$ cat src/rtl/bellman_sched.sv
// rtl/bellman_sched.sv - update FIFO + sequencer for the Bellman engine and adjmat write port
// Optional: BELLMAN_AUTO_RUN_EN launches a run from the last source after every drained batch.
module bellman_sched #(
  parameter int NODES      = 8,
  parameter int ADDR_W     = $clog2(NODES),
  parameter int WEIGHT_W   = 32,
  parameter int FIFO_DEPTH = 4
) (
  input  logic                clk,
  input  logic                reset_n,
  input  logic                upd_valid,
  output logic                upd_ready,
  input  logic [ADDR_W-1:0]   upd_row,
  input  logic [ADDR_W-1:0]   upd_col,
  input  logic [WEIGHT_W-1:0] upd_weight,
  input  logic                run_req,
  input  logic [ADDR_W-1:0]   run_src,
  output logic                adjmat_we,
  output logic [ADDR_W-1:0]   adjmat_wr_row,
  output logic [ADDR_W-1:0]   adjmat_wr_col,
  output logic [WEIGHT_W-1:0] adjmat_wr_data,
  output logic                bellman_reset,
  output logic [ADDR_W-1:0]   bellman_src,
  input  logic                bellman_done,
  output logic                busy,
  output logic                result_valid,
  output logic [ADDR_W-1:0]   result_src,
  output logic                result_stale
);

  localparam int PTR_W = (FIFO_DEPTH > 1) ? $clog2(FIFO_DEPTH) : 1;
  localparam int CNT_W = $clog2(FIFO_DEPTH + 1);

  typedef enum logic [1:0] {IDLE, DRAIN, RUN, DONE} state_t;

  state_t              state;
  state_t              state_nx;
  logic [ADDR_W-1:0]   row_mem [FIFO_DEPTH];
  logic [ADDR_W-1:0]   col_mem [FIFO_DEPTH];
  logic [WEIGHT_W-1:0] wgt_mem [FIFO_DEPTH];
  logic [PTR_W-1:0]    wr_ptr;
  logic [PTR_W-1:0]    rd_ptr;
  logic [CNT_W-1:0]    count;
  logic [CNT_W-1:0]    count_nx;
  logic                push;
  logic                pop;
  logic                run_pend;
  logic                stale;
  logic [ADDR_W-1:0]   src_q;

  // No pass-through when full: a pop in the same cycle does not open the slot early.
  assign upd_ready = (count != CNT_W'(FIFO_DEPTH));
  assign push      = upd_valid && upd_ready;
  assign pop       = (state == DRAIN) && (count != '0);

  assign adjmat_we      = pop;
  assign adjmat_wr_row  = pop ? row_mem[rd_ptr] : '0;
  assign adjmat_wr_col  = pop ? col_mem[rd_ptr] : '0;
  assign adjmat_wr_data = pop ? wgt_mem[rd_ptr] : '0;

  always_comb begin
    count_nx = count;
    if (push && !pop)
      count_nx = count + 1'b1;
    else if (pop && !push)
      count_nx = count - 1'b1;
  end

  always_comb begin
    state_nx = state;
    case (state)
      IDLE: begin
        if (count != '0)
          state_nx = DRAIN;
        else if (run_pend)
          state_nx = RUN;
      end
      DRAIN: if (count_nx == '0) state_nx = IDLE;
      RUN:   if (bellman_done) state_nx = DONE;
      DONE:  state_nx = IDLE;
      default: state_nx = IDLE;
    endcase
  end

  // Storage needs no reset; only pointers and count define occupancy.
  always_ff @(posedge clk) begin
    if (push) begin
      row_mem[wr_ptr] <= upd_row;
      col_mem[wr_ptr] <= upd_col;
      wgt_mem[wr_ptr] <= upd_weight;
    end
  end

  always_ff @(posedge clk or negedge reset_n) begin
    if (!reset_n) begin
      state         <= IDLE;
      wr_ptr        <= '0;
      rd_ptr        <= '0;
      count         <= '0;
      run_pend      <= 1'b0;
      src_q         <= '0;
      stale         <= 1'b0;
      bellman_reset <= 1'b1;
      bellman_src   <= '0;
      busy          <= 1'b0;
      result_valid  <= 1'b0;
      result_src    <= '0;
      result_stale  <= 1'b0;
    end else begin
      state         <= state_nx;
      count         <= count_nx;
      bellman_reset <= (state_nx != RUN);
      busy          <= (state_nx != IDLE);
      result_valid  <= (state_nx == DONE);
      if (push) wr_ptr <= wr_ptr + 1'b1;
      if (pop)  rd_ptr <= rd_ptr + 1'b1;

      // The engine source is frozen at launch so later requests cannot disturb a live run.
      if (state == IDLE && state_nx == RUN)
        bellman_src <= src_q;

      if (state == RUN && state_nx == DONE) begin
        result_src   <= bellman_src;
        result_stale <= stale || push;
        stale        <= 1'b0;
      end else if (state == RUN && push) begin
        stale <= 1'b1;
      end

      if (run_req) begin
        run_pend <= 1'b1;
        src_q    <= run_src;
      end else if (state == IDLE && state_nx == RUN) begin
        run_pend <= 1'b0;
`ifdef BELLMAN_AUTO_RUN_EN
      end else if (state == DRAIN && state_nx == IDLE) begin
        run_pend <= 1'b1;
`endif
      end
    end
  end

endmodule

$ cat config.mk
export PLATFORM = sky130hd
export DESIGN_NAME = bellman_sched
export DESIGN_NICKNAME = d
export VERILOG_FILES = /design/src/rtl/bellman_sched.sv
export SDC_FILE = /design/constraint.sdc
export NUM_CORES = 1
export LEC_CHECK = 0
export CORE_UTILIZATION = 59
export DETAILED_ROUTE_END_ITERATION = 10
export PLACE_DENSITY = 0.95
export SYNTH_ARGS = -nofsm -noshare
export SYNTH_HDL_FRONTEND = slang
export SYNTH_SLANG_ARGS = --single-unit
$ cat constraint.sdc
create_clock -name clk -period 7.2 [get_ports clk]
set_clock_uncertainty 0.15 [all_clocks]
set_input_delay 1.44 -clock clk [delete_from_list [all_inputs] [get_ports clk]]
set_output_delay 1.44 -clock clk [all_outputs]
set_load 0.05 [all_outputs]
**M1 wires**

(4 px per um) Supply wires on this layer in gray. Cells faint in the background.
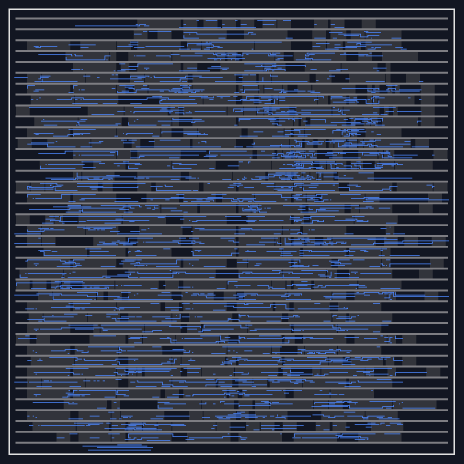
nets with wire on the layer: 465
main direction: horizontal
GR Util met1: 31.09%
total wire length: 13710 um
number of vias in the routed layout: 3700

**Metal 2**

(4 px per um)
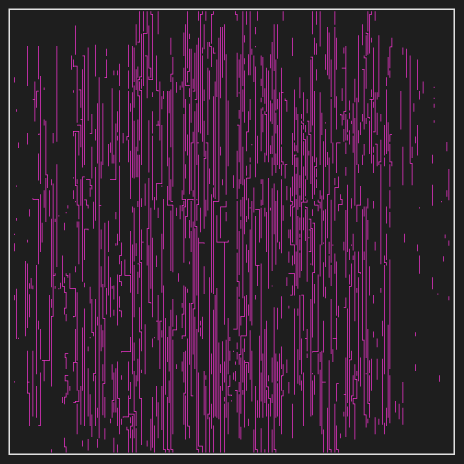
wire length on this layer: 7370 um
share of all routed wire: 54%
longest straight run: 90.1 um
main direction: vertical
nets with wire on the layer: 464

**M3 wires**

(4 px per um) Cells faint in the background.
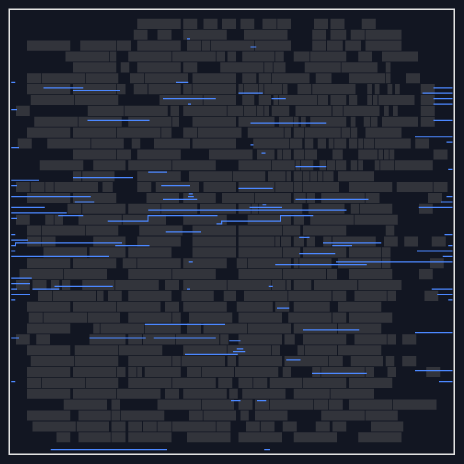
nets with wire on the layer: 76
main direction: horizontal
global routing usage on met3: 4.811%

**The metal 4 layer**

(3 px per um) Supply wires on this layer in gray. Cells faint in the background.
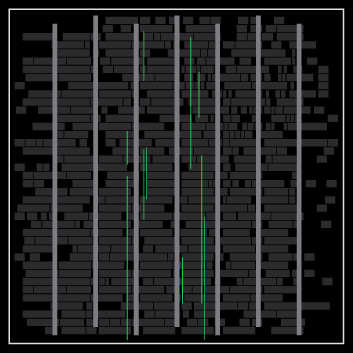
wire length on this layer: 285 um
share of all routed wire: 2.1%
longest straight run: 54.4 um
main direction: vertical
nets with wire on the layer: 8

==> out/notes.md <==
## Die
• **Floorplan Core Area** 11470 um2
• **Die X** 110.9 um

## Pwr
• **maximum vdd ir drop** 343.4 uV
• **switching power share of the total** 40.35%
• **sequential group share of total power** 34.2%
• **Leak** 3.068 nW
• **sum of internal, switching and leakage power** 4.321 mW

## Final layout
• **number of non-clock inverters in the layout** 8
• **multi-input logic cell count** 160
• **total inserted antenna cells** 0
• **number of nets in the final layout** 513

## Critical path
• **endpoint required time on the critical path** 5610 ps
• **critical-path maximum fanout** 27
• **reg-to-reg startpoint** count[0]
• **worst path cell trace** inv_1, ha_1, nand2b_1, buf_4, nand2_1, inv_1, clkdlybuf4s50_1
• **crit path launch** count[0]

## Timing
• **clock period minus final worst setup slack** 4754 ps
• **max-slew violation total from the final report** 0
• **transition time at the pin with the least slew margin** 1056 ps

## Placement
• **Final GP Congestion** 0.7479

## Outcome
• **outcome** finished, final reports clean

## Logic synthesis
• **distinct cell type count of the synthesized netlist** 39
• **top cell type's share of synthesized area** 65.22%

## Clocking
• **cts hold-fix bufs** 0

how the worst min path moves through the flow:
stage | cells after the start | end | from
floorplan | 2 | stale | stale
CTS | 2 | result_src[1] | result_src[1]
detailed placement | 2 | result_src[1] | result_src[1]
global route | 2 | result_src[1] | result_src[1]
finish | 2 | result_stale | result_stale
global placement | 2 | result_stale | result_stale
layer usage:
metal	vias to the layer above	GRT usage [%]	share of wire, %
met1	1895	31.09	39
met5	-	0	0
li1	1638	-	-
met3	22	4.811	5.5
met2	145	39.96	54
met4	0	11.47	2.1
power by group through the flow:
stage	combinational, mW	sequential [mW]	clock (mW)
finish	1.99	1.48	0.852
global route	2.10	1.50	0.899
CTS	2.01	1.48	0.856
detailed placement	1.99	1.49	0
global placement	1.96	1.47	0
floorplan	1.40	1.47	0
stage by stage:
stage                     std cells  util, %  hold slack [ps]
after global placement          584    70.13            301.1
after detailed placement        584    70.13            324.5
after CTS                       616    74.87            338.6
after floorplan                 367        -            307.4
final                           616    74.87            329.3
after global routing            616    74.87            347.9
Yosys cell counts, drive strengths merged, types with 5 or more instances:
cell type,number
edfxtp,152
and3,45
mux4,38
dfrtp,23
nand2,18
buf,13
clkbuf,10
inv,8
ha,7
mux2,6
nor2,6
o21ai,5
state kept, by name (all words and copies together) (netlist names), 3 cells and up:
name,count
bellman_src,3
col_mem,12
count,3
result_src,3
row_mem,12
src_q,3
wgt_mem,128
worst min-delay path, stage by stage (launching register included):
cell	delay [ps]
sky130_fd_sc_hd__dfrtp_1	350
sky130_fd_sc_hd__nand2_1	50
sky130_fd_sc_hd__nand2_1	50
Power is estimated from default activity; no workload was simulated.
